### src/rtl/sram_arb_pkg.sv
// Shared definitions for the SRAM-like bus arbiter: FSM state encoding,
// owner identifiers and transfer-size encodings.
// Imported by sram_arb_grant and sram_bus_arbiter.
package sram_arb_pkg;

  // Transaction state: one outstanding transaction at a time.
  typedef enum logic [1:0] {
    ST_IDLE = 2'd0,   // no transaction, grant can be made
    ST_ADDR = 2'd1,   // request on the bus, waiting for bus_addr_ok
    ST_DATA = 2'd2    // address accepted, waiting for bus_data_ok
  } arb_state_t;

  // Owner of the current transaction.
  localparam logic OWN_INST = 1'b0;
  localparam logic OWN_DATA = 1'b1;

  // Transfer size encodings carried on *_size.
  localparam logic [1:0] SIZE_B = 2'b00;
  localparam logic [1:0] SIZE_H = 2'b01;
  localparam logic [1:0] SIZE_W = 2'b10;

  // The requester that is not the given owner.
  function automatic logic other_owner(input logic own);
    return (own == OWN_INST) ? OWN_DATA : OWN_INST;
  endfunction

endpackage

### src/rtl/sram_arb_grant.sv
// Combinational grant / tie-break between the fetch and memory-stage requesters.
// Ports: inst_req, data_req in; last_owner in (round-robin build only);
//        grant (any request present), owner (winning requester) out.
// Macro SRAM_ARB_RR_EN: defined -> round-robin ties, undefined -> data wins ties.
module sram_arb_grant
  import sram_arb_pkg::*;
(
  input  logic inst_req,
  input  logic data_req,
`ifdef SRAM_ARB_RR_EN
  input  logic last_owner,
`endif
  output logic grant,
  output logic owner
);

  always_comb begin
    grant = inst_req | data_req;
    owner = OWN_INST;
    if (inst_req && data_req) begin
`ifdef SRAM_ARB_RR_EN
      // Tie: hand the bus to whoever did not win the previous grant.
      owner = other_owner(last_owner);
`else
      // Tie: the memory stage stalls the pipeline harder, so it wins.
      owner = OWN_DATA;
`endif
    end else if (data_req) begin
      owner = OWN_DATA;
    end
  end

endmodule

### src/rtl/sram_bus_arbiter.sv
// Two-master (fetch, memory stage) to one-slave arbiter for the SRAM-like bus,
// one transaction outstanding, req/addr_ok/data_ok sequenced on both sides.
// Ports: cpu_clk, cpu_rst (async, active-high); inst_* and data_* master sides
//        (req/wr/size/addr/wdata in, addr_ok/data_ok/rdata out); bus_* slave
//        side (registered request out, addr_ok/data_ok/rdata in); arb_busy out.
// Macro SRAM_ARB_RR_EN: round-robin tie-break when defined, data-first otherwise.
module sram_bus_arbiter
  import sram_arb_pkg::*;
#(
  parameter int ADDR_W = 32,
  parameter int DATA_W = 32
) (
  input  logic              cpu_clk,
  input  logic              cpu_rst,

  // Instruction-fetch master
  input  logic              inst_req,
  input  logic              inst_wr,
  input  logic [1:0]        inst_size,
  input  logic [ADDR_W-1:0] inst_addr,
  input  logic [DATA_W-1:0] inst_wdata,
  output logic              inst_addr_ok,
  output logic              inst_data_ok,
  output logic [DATA_W-1:0] inst_rdata,

  // Memory-stage data master
  input  logic              data_req,
  input  logic              data_wr,
  input  logic [1:0]        data_size,
  input  logic [ADDR_W-1:0] data_addr,
  input  logic [DATA_W-1:0] data_wdata,
  output logic              data_addr_ok,
  output logic              data_data_ok,
  output logic [DATA_W-1:0] data_rdata,

  // Slave side toward the AXI bridge
  output logic              bus_req,
  output logic              bus_wr,
  output logic [1:0]        bus_size,
  output logic [ADDR_W-1:0] bus_addr,
  output logic [DATA_W-1:0] bus_wdata,
  input  logic              bus_addr_ok,
  input  logic              bus_data_ok,
  input  logic [DATA_W-1:0] bus_rdata,

  output logic              arb_busy
);

  arb_state_t state;
  logic       owner;
`ifdef SRAM_ARB_RR_EN
  logic       last_owner;
`endif

  logic              grant;
  logic              grant_owner;
  logic              sel_wr;
  logic [1:0]        sel_size;
  logic [ADDR_W-1:0] sel_addr;
  logic [DATA_W-1:0] sel_wdata;
  logic              addr_ok_any;
  logic              data_ok_any;

  // ---------------------------------------------------------------------------
  // Tie-break
  // ---------------------------------------------------------------------------
  sram_arb_grant u_grant (
    .inst_req   (inst_req),
    .data_req   (data_req),
`ifdef SRAM_ARB_RR_EN
    .last_owner (last_owner),
`endif
    .grant      (grant),
    .owner      (grant_owner)
  );

  // Request fields of whichever master is being granted this cycle.
  always_comb begin
    if (grant_owner == OWN_DATA) begin
      sel_wr    = data_wr;
      sel_size  = data_size;
      sel_addr  = data_addr;
      sel_wdata = data_wdata;
    end else begin
      sel_wr    = inst_wr;
      sel_size  = inst_size;
      sel_addr  = inst_addr;
      sel_wdata = inst_wdata;
    end
  end

  // ---------------------------------------------------------------------------
  // Transaction FSM and bus request registers.
  // The bus fields are only loaded at grant time, so a master that changes its
  // inputs while waiting cannot disturb the request already on the bus.
  // ---------------------------------------------------------------------------
  always_ff @(posedge cpu_clk or posedge cpu_rst) begin
    if (cpu_rst) begin
      state      <= ST_IDLE;
      owner      <= OWN_INST;
`ifdef SRAM_ARB_RR_EN
      // Starting with "data was last" makes the first tie go to fetch.
      last_owner <= OWN_DATA;
`endif
      bus_req    <= 1'b0;
      bus_wr     <= 1'b0;
      bus_size   <= '0;
      bus_addr   <= '0;
      bus_wdata  <= '0;
    end else begin
      case (state)
        ST_IDLE: begin
          if (grant) begin
            owner      <= grant_owner;
`ifdef SRAM_ARB_RR_EN
            last_owner <= grant_owner;
`endif
            bus_req    <= 1'b1;
            bus_wr     <= sel_wr;
            bus_size   <= sel_size;
            bus_addr   <= sel_addr;
            bus_wdata  <= sel_wdata;
            state      <= ST_ADDR;
          end
        end

        ST_ADDR: begin
          // A data_ok without addr_ok here is meaningless and is dropped.
          if (bus_addr_ok) begin
            bus_req <= 1'b0;
            state   <= bus_data_ok ? ST_IDLE : ST_DATA;
          end
        end

        ST_DATA: begin
          if (bus_data_ok) begin
            state <= ST_IDLE;
          end
        end

        default: begin
          bus_req <= 1'b0;
          state   <= ST_IDLE;
        end
      endcase
    end
  end

  assign arb_busy = (state != ST_IDLE);

  // ---------------------------------------------------------------------------
  // Response routing. Handshakes are combinational so the owner sees the
  // slave's pulse in the same cycle; the non-owner's outputs stay at zero.
  // ---------------------------------------------------------------------------
  assign addr_ok_any = (state == ST_ADDR) && bus_addr_ok;
  // Covers both the normal DATA-state completion and the combined case where
  // the slave answers address and data in one ADDR cycle.
  assign data_ok_any = ((state == ST_DATA) || addr_ok_any) && bus_data_ok;

  assign inst_addr_ok = addr_ok_any && (owner == OWN_INST);
  assign data_addr_ok = addr_ok_any && (owner == OWN_DATA);
  assign inst_data_ok = data_ok_any && (owner == OWN_INST);
  assign data_data_ok = data_ok_any && (owner == OWN_DATA);

  assign inst_rdata = inst_data_ok ? bus_rdata : '0;
  assign data_rdata = data_data_ok ? bus_rdata : '0;

endmodule
### config.mk
export PLATFORM = sky130hd
export DESIGN_NAME = sram_bus_arbiter
export DESIGN_NICKNAME = d
export VERILOG_FILES = /design/src/rtl/sram_arb_pkg.sv /design/src/rtl/sram_arb_grant.sv /design/src/rtl/sram_bus_arbiter.sv
export SDC_FILE = /design/constraint.sdc
export NUM_CORES = 1
export LEC_CHECK = 0
export ABC_AREA = 1
export CORE_AREA = 2 2 119 121
export CTS_CLUSTER_SIZE = 40
export DETAILED_ROUTE_END_ITERATION = 12
export DIE_AREA = 0 0 121 123
export GPL_ROUTABILITY_DRIVEN = 0
export PLACE_DENSITY = 0.75
export SLEW_MARGIN = 25
export SYNTH_ARGS = -nofsm -noshare
export SYNTH_HDL_FRONTEND = slang
export SYNTH_HIERARCHICAL = 1
export SYNTH_SLANG_ARGS = --single-unit
### constraint.sdc
create_clock -name cpu_clk -period 2.35 [get_ports cpu_clk]
set_input_delay 0.235 -clock cpu_clk [delete_from_list [all_inputs] [get_ports cpu_clk]]
set_output_delay 0.235 -clock cpu_clk [all_outputs]
set_load 0.02 [all_outputs]
==> Implementation_results.wiki, run 1 <==
=== Physical design figures ===
{| class="wikitable"
! Metric !! Value
|-
| Result of the run || complete, no violations
|-
| Worst hold slack after final layout || between 0.3 and 0.4 ns
|-
| Startpoint kind of the worst setup timing path || register
|-
| Number of pins exceeding their max-slew limit in the final report || 0
|-
| Final antenna-violating net count || 0
|-
| Worst setup slack after placement || -0.0501 ns
|-
| Crit-path max cell delay || roughly 0.61 ns
|-
| Power per standard cell area || 990 nW/um^2
|-
| Ys flops || roughly 70
|-
| Yosys cell count || between 600 and 700
|-
| Clock Sink Count || 71
|-
| Pin count of the biggest net entering global routing || just over 70
|-
| Area reported by Yosys stat || a little over 4000 sq um
|-
| Boundary Pins || just over 300
|-
| Via count of the first global-routing pass || around 4500
|-
| Number of antenna cells inserted || 0
|-
| Critical setup path kind || register to output pin
|-
| Total placed instance area || about 7200 sq um
|-
| Leakage || around 4.4 nW
|-
| Max-Cap Viols || 0
|-
| Vias per cell || 4.30
|-
| Total routed wirelength || between 15000 and 20000 microns
|-
| Share of synthesized area occupied by flip-flops and latches || 0.440
|-
| Horiz. Die Dim || 121 microns
|-
| Worst-path cell with the longest stage delay || clkdlybuf4s50_1
|-
| Number of search-and-repair iterations in the first detailed-routing pass || 4
|-
| Number of port buffers || around 310
|-
| TritonCTS Buffers || 9
|-
| Clk Tree Root Cell || clkbuf_16
|-
| Total number of H-tree levels || 3
|-
| Overall power of the completed layout || between 7 and 8 mW
|-
| Cells along the critical path || inv_2 > nand3_2 > nand2_4 > nand3_4 > nor2_1 > clkdlybuf4s50_1
|-
| Origin of the worst setup path || state[1]
|-
| Final period demand of the worst path || between 2 and 2.5 ns
|-
| Remaining DRCs || 0
|-
| Violation count after the first detailed-routing iteration || between 100 and 150
|-
| Measured slew at the worst slew-check pin || 0.537 ns
|-
| WP buf/inv || 2
|-
| Worst max-slew margin expressed relative to the limit || 0.641
|-
| Per-instance average area after synthesis || 6.39 sq um
|-
| Layout Area Growth over Synthesis || 89.2%
|-
| Final worst slack || 0.0846 ns
|-
| Area of the placeable core || ~14000 sq um
|-
| Synthesized area || 4040 sq um
|-
| Critical R2R Launch || state[1]
|-
| Fraction of the cycle the final worst path needs || 0.964
|-
| Number of cells produced by synthesis || roughly 630
|-
| CP Data Arrival Time || between 2 and 2.5 ns
|-
| Insertion Delay late pin || ~0.32 ns
|-
| Clock tree skew after final layout || 0.00404 ns
|-
| CP max FO || 5
|-
| Largest voltage drop on the vdd net || roughly 0.46 mV
|-
| FP Core Util || 0.297
|-
| Die Span Y || approximately 120 microns
|-
| Clock transition time at the flip-flop clock pins of the worst setup and hold paths || approximately 0.06 ns
|-
| Net count after synthesis || about 800
|-
| Count of standard-cell rows || 43
|-
| Total placed cells including tap cells || between 1000 and 1500
|-
| Share of post-route cells with drive strength above 1 || 0.0512
|-
| Req. time, crit path || 2.12 ns
|-
| Sum of negative setup slack || 0 ns
|-
| Remaining global-route overflow || 0
|-
| Total Die Area || between 10000 and 15000 sq um
|-
| Final Hold Vio Count || 0
|-
| Utilization after layout || 0.562
|-
| Cell area after layout || about 7600 sq um
|-
| Worst setup EP type || output pin
|-
| Number of setup violations in the final report || 0
|-
| Layout Nets || about 1100
|-
| Wire length of the first global-routing pass || roughly 24000 microns
|-
| Worst-case clock buffer depth || 2
|-
| TritonCTS clock tree || yes
|-
| Count of different cell masters after synthesis || 17
|-
| DPL Wire Length || about 12000 microns
|-
| Non-Filler Instances || approximately 1100
|-
| Family with the most delay on the worst path || buffers and inverters
|-
| RSZ-0062 raised after global routing || false
|-
| Path type of the worst min-delay path || input pin to asynchronous set/reset pin
|-
| Detailed-route via count || about 4800
|-
| Initial antenna violation count || 0
|-
| Number of logged tool warnings || 26
|-
| Total of warnings raised by yosys || 6
|-
| Achievable frequency || 441 MHz
|}
## run 1: final cells by class
cell class / count / area (sq um)
clock buffers: 10 / 229
clock inverters: 6 / 85.1
fillers: 1311 / 5970
inverters: 42 / 158
multi-input cells: 486 / 1930
flip-flops and latches: 71 / 1780
well taps: 180 / 225
repair buffers: 323 / 3240
## run 1: Yosys cell counts
library cell / number / area (sq um)
buf_6: 7 / 78.8
inv_2: 4 / 15.0
clkbuf_2: 1 / 5.00
buf_2: 17 / 85.1
buf_4: 7 / 52.6
nand3_2: 1 / 10.0
o31ai_1: 1 / 7.51
nand2_1: 407 / 1530
dfrtp_1: 71 / 1780
nand3_4: 3 / 52.6
o21ai_1: 1 / 5.00
o21ai_0: 1 / 5.00
nand2_2: 1 / 6.26
clkbuf_1: 4 / 15.0
nor2_1: 67 / 251
a21oi_1: 1 / 5.00
inv_1: 38 / 143
## run 1: what timing repair did
| item | 4_1_cts | 5_1_grt |
|---|---|---|
| hold buffers | 0 | 0 |
| pin swaps | 1 | 0 |
| setup buffers | 2 | 5 |
| gates resized | 46 | 16 |
| cloned | 3 | 0 |
| setup endpoints to repair | 62 | 17 |
## run 1: state kept, by name, indices dropped and copies added (netlist names)
signal and cells:
bus_wr 1, bus_req 1, state 2, bus_wdata 32, bus_size 2, owner 1, bus_addr 32
## run 1: report_power, final
| part | switching (mW) | internal [mW] | leakage (nW) |
|---|---|---|---|
| sequential | 0.338 | 1.80 | 0.883 |
| clock | 0.509 | 0.925 | 0.148 |
| combinational | 2.24 | 1.76 | 3.32 |
| total | 3.09 | 4.48 | 4.35 |
## run 1: routing by layer
layer,GRT usage,part of all wire
met2,0.374,0.51
met1,0.219,0.37
met5,0,0
met4,0.0792,0.027
met3,0.0623,0.098
## run 1: tightest hold or removal path: stages
cell and delay [ns]:
clkdlybuf4s50_1 0.41, inv_2 0.07, buf_12 0.33
## run 1: cell families (layout without fill, tap and decap cells)
family,after synthesis,count (layout),share of synthesized area
buffers and inverters,78,381,0.0975
flip-flops,71,71,0.440
AND/OR/NAND/NOR,479,482,0.457
AND-OR/OR-AND,4,4,0.00557
## run 1: final timing paths
path                                  endpoint  cells after the start  slack (ns)
worst max-delay path            inst_rdata[10]                      6        0.08
worst min-delay path              bus_addr[14]                      3        0.31
worst max register to register    bus_addr[26]                      6        0.82
worst min register to register   bus_wdata[11]                      2        0.48
max in group asynchronous         bus_wdata[0]                      3        1.74
min in group cpu_clk             bus_wdata[11]                      2        0.48
## run 1: placed cells by master (no fill, tap or decap)
cell             instances
bufinv_16                2
clkbuf_1                 1
clkdlybuf4s50_1        245
nand2_4                  1
nand3_2                  1
buf_12                   6
nor2_1                  67
inv_2                    5
nand2_1                407
a21oi_1                  1
buf_2                    1
o21ai_0                  1
nand3_4                  6
dlygate4sd2_1           42
clkbuf_16                9
inv_1                   37
buf_4                   13
dlymetal6s2s_1          16
clkinv_2                 2
clkinvlp_4               2
o31ai_1                  1
o21ai_1                  1
dfrtp_1                 71
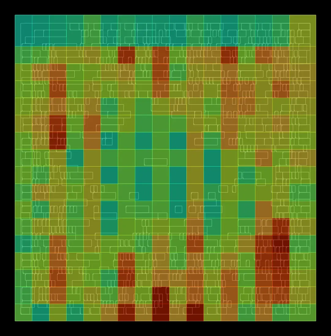
*Routing congestion map, run 1*
met2 track demand over resource: 0.374
gr usage total: 0.204
fraction of met3 tracks used by global routing: 0.0623
layer carrying the most global-route usage: met2
wire per inst: 13.9 microns

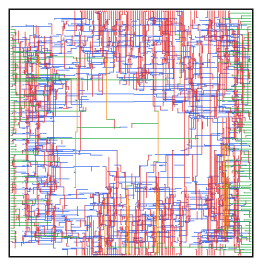
*Wiring by layer, run 1*
Scale: 2 px per micron.
metal 4 -> orange  # wire length 417 microns
metal 2 -> red  # wire length 7870 microns
metal 1 -> blue  # wire length 5720 microns
metal 3 -> green  # wire length 1530 microns

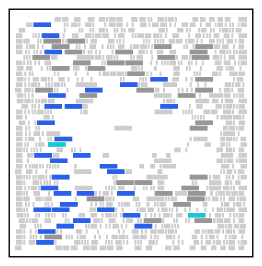
*Sequential cells colored by netlist name, run 1*
Scale: 2 px per micron.
`bus_addr` -> blue  # sequential cells 32
`bus_size` -> cyan  # sequential cells 2
not colored = 37

## Run 2: what changed since run 1
GPL_ROUTABILITY_DRIVEN = unset   (was 0)
PLACE_DENSITY = unset   (was 0.75)
PLACE_DENSITY_LB_ADDON = 0.3   (was unset)
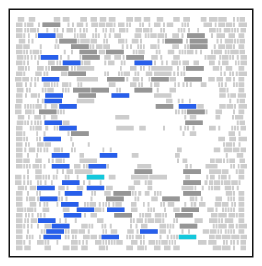
*Sequential cells colored by netlist name, run 2*
Scale: 2 px per micron.
`bus_addr` -> blue  # sequential cells 32
`bus_size` -> cyan  # sequential cells 2
not colored = 37

==> run 2 against run 1 <==
  * Global-route usage is 1.9 points lower
  * Clock-buffer cell count stayed put
  * Sequential cell count unchanged
  * Die area stayed put
  * Register-to-register slack improved by 0.25 ns
  * Area after synthesis unchanged
  * Combinational power shrank 2%
  * Critical path type unchanged
  * Design area shrank 0.97%
  * Sequential power hardly changed
  * Non-clock buffer count fell by 5
  * Utilization shrank 0.54 points
==> Implementation_results.wiki, run 2 <==
=== Physical design figures ===
{| class="wikitable"
! Metric !! Value
|-
| Total of warnings raised by yosys || 6 (unchanged)
|-
| Count of cells along the worst register-to-register path || 6 (unchanged)
|-
| Vias per cell || 4.21 (-2.2%)
|-
| Req. time, crit path || 2.12 ns (about the same)
|-
| Largest area contributor in the synthesized netlist || dfrtp_1
|-
| Violation count after the first detailed-routing iteration || 135 (+6.3%)
|-
| Worst-path cell with the longest stage delay || dfrtp_1
|-
| Pin count of the biggest net entering global routing || 47 (-35%)
|-
| Fraction of post-synthesis cell area in the top cell type by area || 0.440 (unchanged)
|-
| Count of different cell masters after synthesis || 17 (unchanged)
|-
| Overall power of the completed layout || 7.52 mW (-0.57%)
|-
| Path type of the worst min-delay path || input pin to asynchronous set/reset pin
|-
| Post-Synth XOR/XNOR Area || 0 (unchanged)
|-
| Flip-flops with a built-in enable || 0 (unchanged)
|-
| Result of the run || complete, no violations
|-
| Final antenna-violating net count || 0 (unchanged)
|-
| Measured slew at the worst slew-check pin || 0.659 ns (+0.122 ns)
|-
| Clock transition time at the flip-flop clock pins of the worst setup and hold paths || 0.06 ns (about the same)
|-
| Leakage || 4.49 nW (+3.2%)
|-
| Synth Area in Compound Gates || 0.00557 (unchanged)
|-
| Clock Sink Count || 71 (unchanged)
|-
| Number of cells produced by synthesis || 632 (unchanged)
|-
| Insertion Delay late pin || 0.33 ns (about the same)
|-
| Largest voltage drop on the vdd net || 0.454 mV (-0.22%)
|-
| Worst-case clock buffer depth || 2 (unchanged)
|-
| Startpoint kind of the worst setup timing path || register
|-
| Total placed instance area || 7210 sq um (-0.36%)
|-
| Total routed wirelength || 14500 microns (-6.5%)
|-
| Wire per inst || 13.1 microns (-6.0%)
|-
| Boundary Pins || 309 (unchanged)
|-
| FP Core Util || 0.297 (unchanged)
|-
| Synthesized area || 4040 sq um (unchanged)
|-
| Worst max-slew margin expressed relative to the limit || 0.560 (-0.0809)
|-
| Share of synthesized area occupied by flip-flops and latches || 0.440 (unchanged)
|-
| Net count after synthesis || 804 (unchanged)
|-
| Number of port buffers || 308 (unchanged)
|-
| Detailed-route via count || 4681 (-2.7%)
|-
| Layout Nets || 1098 (-0.63%)
|-
| TritonCTS Buffers || 9 (unchanged)
|-
| Layer carrying the most global-route usage || met2
|-
| Post-synth mux share || 0 (unchanged)
|-
| Power per standard cell area || 994 nW/um^2 (+0.40%)
|-
| Area fraction in and, or, nand and nor cells after synthesis || 0.457 (unchanged)
|-
| Wire length of the first global-routing pass || 21600 microns (-8.4%)
|-
| Number of search-and-repair iterations in the first detailed-routing pass || 4 (unchanged)
|-
| Final-layout fill cell count || 1343 (+2.4%)
|-
| Share of post-route cells with drive strength above 1 || 0.0419 (-0.00928)
|-
| Top post-synthesis cells by count || 407 x nand2_1, 71 x dfrtp_1, 67 x nor2_1
|-
| Max-Cap Viols || 0 (unchanged)
|-
| WP buf/inv || 2 (unchanged)
|-
| Met1 track demand over resource || 0.206 (-0.0123)
|-
| Proportion of synthesized flip-flops having asynchronous set or reset || 1.00 (unchanged)
|-
| Registers with the highest flip-flop counts || bus_addr: 32 flops, bus_wdata: 32 flops
|-
| Total stage count of the critical path || 6 (unchanged)
|-
| Fraction of met3 tracks used by global routing || 0.0780 (+0.0157)
|-
| Number of setup violations in the final report || 0 (unchanged)
|-
| Final period demand of the worst path || 2.20 ns (-0.0623 ns)
|-
| Fraction of the cycle the final worst path needs || 0.937 (-0.0265)
|-
| TritonCTS clock tree || yes
|-
| DPL Wire Length || 10900 microns (-6.3%)
|-
| Layout Area Growth over Synthesis || 87.3%
|-
| Yosys cell count || 632 (unchanged)
|-
| Clock tree skew after final layout || 0.00954 ns (+0.00551 ns)
|-
| RSZ-0062 raised after global routing || false
|-
| Horiz. Die Dim || 121 microns (unchanged)
|-
| Worst setup EP type || output pin
|-
| CP Data Arrival Time || 1.97 ns (-0.06 ns)
|-
| Area of the placeable core || 13600 sq um (unchanged)
|-
| Cell area after layout || 7570 sq um (-0.97%)
|-
| Per-instance average area after synthesis || 6.39 sq um (unchanged)
|-
| Remaining DRCs || 0 (unchanged)
|-
| Most frequent cell after synthesis || nand2_1
|-
| Worst hold slack after final layout || 0.305 ns (-0.00746 ns)
|-
| Clk Tree Root Cell || clkbuf_16
|-
| Area reported by Yosys stat || 4040 sq um (unchanged)
|-
| Met2 track demand over resource || 0.320 (-0.0544)
|-
| Achievable frequency || 454 MHz (+2.8%)
|}
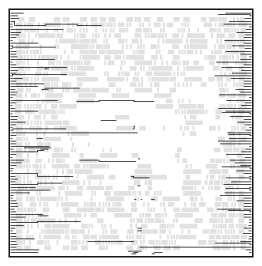
*Signal wires on met3, run 2*
Scale: 2 px per micron.
longest straight run = 63.2 microns
share of all routed wire = 11%
wire length on this layer = 1630 microns
nets with wire on the layer = 192
main direction = horizontal

## run 2: cell counts after synthesis
No cell type changed its count.
## run 2: what timing repair did
action                     4_1_cts  5_1_grt
hold buffers                     0        0
resized                         38       27
setup endpoints to repair       38       27
pin swaps                        0        0
hold endpoints to repair         0        0
gates cloned                     0        1
## run 2: final cells by class
type	instances	area, sq um	area share
repair buffers	318	3200	0.422
inverters	42	159	0.0210
clock buffers	10	239	0.0316
flip-flops and latches	71	1780	0.235
well taps	180	225	0.0297
clock inverters	6	92.6	0.0122
multi-input cells	484	1880	0.248
diodes	1	2.50	0.000331
## run 2: layer usage
| metal | share of wire | wire [microns] |
|---|---|---|
| met1 | 0.38 | 5560 |
| met4 | 0.016 | 234 |
| met3 | 0.11 | 1630 |
| met5 | 0 | 0 |
| met2 | 0.49 | 7100 |
## run 2: path summary, 6_finish.rpt
check                        startpoint       endpoint  slack (ns)
min in group cpu_clk       bus_addr[12]   bus_addr[12]        0.48
max in group asynchronous       cpu_rst   bus_wdata[4]        1.42
setup / recovery               state[1]  data_rdata[2]        0.15
setup reg to reg               state[1]    bus_addr[6]        1.07
hold reg to reg            bus_addr[12]   bus_addr[12]        0.48
hold / removal                  cpu_rst    bus_addr[3]        0.31
## run 2: kinds of logic (layout without fill, tap and decap cells)
| group | count (synthesis) | after routing |
|---|---|---|
| flops | 71 | 71 |
| simple gates | 479 | 480 |
| compound gates | 4 | 4 |
| buf+inv | 78 | 376 |
| other cells | 0 | 1 |
## run 2: where the power goes
part,internal (mW),switching (mW)
logic,1.73,2.18
registers,1.79,0.323
clock network,0.964,0.536
## run 2: through the flow
step / worst slack [ns] / util / setup TNS, ns
after floorplan: 0.318 / - / 0
after global placement: 0.0525 / 0.529 / 0
after detailed placement: -0.0122 / 0.529 / -0.0244
after CTS: 0.00278 / 0.550 / 0
after global routing: 0.0473 / 0.556 / 0
final: 0.147 / 0.556 / 0
## Run 3: what changed since run 2
ABC_CLOCK_PERIOD_IN_PS = 2350   (was unset)
CORE_AREA = unset   (was 2 2 119 121)
CORE_MARGIN = 2   (was unset)
CORE_UTILIZATION = 25   (was unset)
DIE_AREA = unset   (was 0 0 121 123)
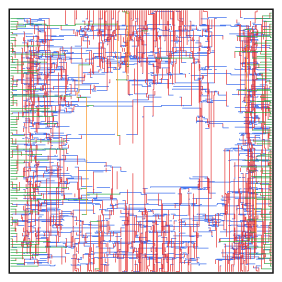
*Wiring by layer, run 3*
Scale: 2 px per micron.
metal 4 -> orange  # wire length 270 microns
metal 2 -> red  # wire length 7530 microns
metal 3 -> green  # wire length 1360 microns
metal 1 -> blue  # wire length 6050 microns

==> run 3 against run 2 <==
  * Sequential cell count stayed put
  * Final cell count is 3.9% higher
  * First-iteration DRC count increased by 10%
  * Synthesized cell count did not move
  * Critical path type unchanged
  * Design area is 0.71% higher
  * Fmax shrank 2.2%
  * Power down 3.1%
  * Clock skew fell by 0.0041 ns
  * Highest routed layer unchanged
==> Implementation_results.wiki, run 3 <==
=== Physical design figures ===
{| class="wikitable"
! Metric !! Value
|-
| Result of the run || complete, no violations
|-
| Registers with the highest flip-flop counts || bus_addr: 32 flops, bus_wdata: 32 flops
|-
| Number of port buffers || 308 (unchanged)
|-
| Initial antenna violation count || 0
|-
| Leakage || 4.51 nW (+0.32%)
|-
| Final Hold Vio Count || 0
|-
| Layout Nets || 1106 (+0.73%)
|-
| Number of pins exceeding their max-slew limit in the final report || 0
|-
| WP buf/inv || 3 (+1)
|-
| Cells along the critical path || inv_2 > nand3_2 > nand2_2 > nand3_4 > inv_1 > clkdlybuf4s50_1
|-
| Commonest flop || dfrtp_1
|-
| Post-synth area hogs || dfrtp_1 44%, nand2_1 38%, nor2_1 6.2%, inv_1 3.5%, buf_2 2.1%
|-
| Critical setup path kind || register to output pin
|-
| Area of the placeable core || 15800 sq um (+16%)
|-
| Clock transition time at the flip-flop clock pins of the worst setup and hold paths || 0.06 ns (about the same)
|-
| Most frequent cell after synthesis || nand2_1
|-
| Final period demand of the worst path || 2.25 ns (+0.0494 ns)
|-
| Overall power of the completed layout || 7.30 mW (-3.1%)
|-
| Number of search-and-repair iterations in the first detailed-routing pass || 4 (unchanged)
|-
| Worst setup EP type || output pin
|-
| Achievable frequency || 444 MHz (-2.2%)
|-
| DPL Wire Length || 11400 microns (+5.2%)
|-
| Path type of the worst min-delay path || input pin to asynchronous set/reset pin
|-
| CP max FO || 14
|-
| Worst setup slack after placement || -0.0211 ns (-0.00890 ns)
|-
| Share of synthesized area occupied by flip-flops and latches || 0.440 (unchanged)
|-
| RSZ-0062 raised after global routing || false
|-
| Clock Sink Count || 71 (unchanged)
|-
| Fraction of post-synthesis cell area in the top cell type by area || 0.440 (unchanged)
|-
| Worst-path cell with the longest stage delay || clkdlybuf4s50_1
|-
| Measured slew at the worst slew-check pin || 0.691 ns (+0.0317 ns)
|-
| Highest-count cells in the layout ignoring fill and taps || 407 x nand2_1, 244 x clkdlybuf4s50_1, 71 x dfrtp_1
|-
| Total placed cells including tap cells || 1131
|-
| Share of post-route cells with drive strength above 1 || 0.0479 (+0.00603)
|-
| Final worst slack || 0.0975 ns (-0.0494 ns)
|-
| Dominant logic cell type in the layout || nand2_1
|-
| TritonCTS Buffers || 9 (unchanged)
|-
| Sum of negative setup slack || 0 ns (unchanged)
|-
| Fraction of the cycle the final worst path needs || 0.959 (+0.0210)
|-
| Vias per cell || 4.15 (-1.4%)
|-
| Clock tree skew after final layout || 0.00544 ns (-0.00410 ns)
|-
| Net count after synthesis || 804 (unchanged)
|-
| Yosys cell count || 632 (unchanged)
|-
| Die Span Y || 131 microns
|-
| Max-Cap Viols || 0 (unchanged)
|-
| Final antenna-violating net count || 0 (unchanged)
|-
| Count of different cell masters after synthesis || 17 (unchanged)
|-
| Count of hold-fix buffers inserted at cts || 0 (unchanged)
|-
| Largest area contributor in the synthesized netlist || dfrtp_1
|-
| Total of warnings raised by yosys || 6 (unchanged)
|-
| Final Wtd Congestion || 0.911
|-
| Wire per inst || 13.2 microns (+0.80%)
|-
| Req. time, crit path || 2.12 ns (about the same)
|-
| Flip-flops with a built-in enable || 0 (unchanged)
|-
| Total Die Area || 17200 sq um
|-
| FP Core Util || 0.255 (-0.0416)
|-
| Violation count after the first detailed-routing iteration || 149 (+10%)
|-
| Ys flops || approximately 71
|-
| Remaining DRCs || 0 (unchanged)
|-
| Insertion Delay late pin || 0.33 ns (about the same)
|-
| Worst hold slack after final layout || 0.313 ns (+0.00811 ns)
|-
| Startpoint kind of the worst setup timing path || register
|-
| Area reported by Yosys stat || 4040 sq um (unchanged)
|-
| Remaining global-route overflow || 0
|-
| Pin count of the biggest net entering global routing || 48 (+2.1%)
|-
| Total routed wirelength || 15200 microns (+4.7%)
|-
| Detailed-route via count || 4792 (+2.4%)
|-
| Crit-path max cell delay || approximately 0.60 ns
|-
| Number of logged tool warnings || 27
|-
| Per-instance average area after synthesis || 6.39 sq um (unchanged)
|-
| Family with the most delay on the worst path || buffers and inverters
|-
| Wire length of the first global-routing pass || 23700 microns (+9.9%)
|-
| Non-Filler Instances || around 1200
|-
| Number of cells produced by synthesis || 632 (unchanged)
|-
| CP Data Arrival Time || 2.02 ns (+0.05 ns)
|-
| Clk Tree Root Cell || clkbuf_16
|-
| Proportion of synthesized flip-flops having asynchronous set or reset || 1.00 (unchanged)
|-
| TritonCTS clock tree || yes
|-
| Worst max-slew margin expressed relative to the limit || 0.539 (-0.0212)
|-
| Layout Area Growth over Synthesis || 88.7%
|-
| Horiz. Die Dim || 131 microns (+8.4%)
|-
| Worst-case clock buffer depth || 2 (unchanged)
|-
| Power per standard cell area || 957 nW/um^2 (-3.7%)
|-
| Top post-synthesis cells by count || 407 x nand2_1, 71 x dfrtp_1, 67 x nor2_1
|-
| Boundary Pins || 309 (unchanged)
|-
| Total number of H-tree levels || 3
|-
| Count of standard-cell rows || about 46
|-
| Number of antenna cells inserted || 0 (-1)
|-
| Gr usage total || 0.172
|-
| Largest voltage drop on the vdd net || 0.535 mV (+18%)
|-
| Number of setup violations in the final report || 0 (unchanged)
|-
| Synthesized area || 4040 sq um (unchanged)
|-
| Via count of the first global-routing pass || between 4000 and 5000
|}
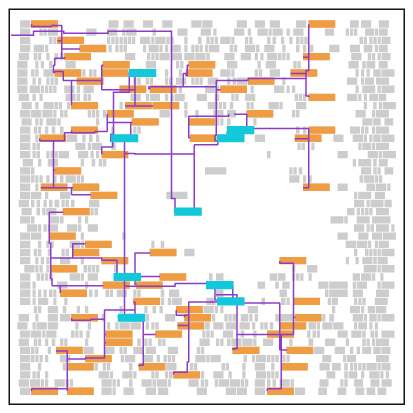
*Routed clock nets over the placement, run 3*
Scale: 3 px per micron.
clock drivers -> cyan  # count 9
clock wires -> purple  # length 1140 microns
flip-flops -> orange  # count 71
routed clock nets = 10

[run 3: worst reg2reg max path, stage by stage (launching register included)]
cell and delay, ns:
dfrtp_1 0.39, inv_2 0.08, nand3_4 0.09, buf_4 0.43, o31ai_1 0.16
[run 3: final cells by class]
class | count | area [sq um]
well taps | 216 | 270
clock inverters | 5 | 35.0
repair buffers | 326 | 3260
multi-input cells | 484 | 1890
flip-flops and latches | 71 | 1780
inverters | 42 | 159
fillers | 1592 | 8200
clock buffers | 11 | 233
[run 3: where the power goes]
part | switching, mW | internal, mW | leakage, nW
logic | 2.18 | 1.75 | 3.49
clock network | 0.530 | 0.715 | 0.129
registers | 0.323 | 1.79 | 0.883
total | 3.04 | 4.26 | 4.51
[run 3: per-stage QoR]
step | area, sq um | utilization
after CTS | 7500 | 0.474
after detailed placement | 7260 | 0.459
final | 7620 | 0.482
after global routing | 7620 | 0.482
after floorplan | 4040 | -
after global placement | 7260 | 0.459
[run 3: what timing repair did]
| action | 4_1_cts | 5_1_grt |
|---|---|---|
| setup endpoints to repair | 40 | 29 |
| cloned | 1 | 0 |
| gates resized | 35 | 28 |
| setup buffers | 0 | 7 |
[run 3: layer usage]
metal | track usage | vias to the layer above | share of wire | wire [microns]
met3 | 0.0637 | 20 | 0.089 | 1360
met2 | 0.309 | 214 | 0.50 | 7530
li1 | - | 2451 | - | -
met4 | 0.0501 | 0 | 0.018 | 270
met5 | 0 | - | 0 | 0
met1 | 0.189 | 2107 | 0.40 | 6050
[run 3: path summary, 6_finish.rpt]
| check | startpoint | end | slack (ns) | cells past startpoint |
|---|---|---|---|---|
| worst max-delay path | state[1] | data_data_ok | 0.1 | 6 |
| worst min-delay path | cpu_rst | bus_addr[23] | 0.31 | 2 |
| worst max register to register | state[1] | state[0] | 1.05 | 4 |
| worst min register to register | bus_wdata[10] | bus_wdata[10] | 0.48 | 2 |
| max in group asynchronous | cpu_rst | bus_wdata[30] | 1.42 | 3 |
| min in group cpu_clk | bus_wdata[10] | bus_wdata[10] | 0.48 | 2 |
[run 3: logic make-up (layout without fill, tap and decap cells)]
group,after synthesis,count (layout),synth area share
buffers and inverters,78,384,0.0975
DFF,71,71,0.440
and+or+nand+nor,479,480,0.457
AOI/OAI and AO/OA,4,4,0.00557
No activity file was given, so power comes from the tool's default toggle rates.
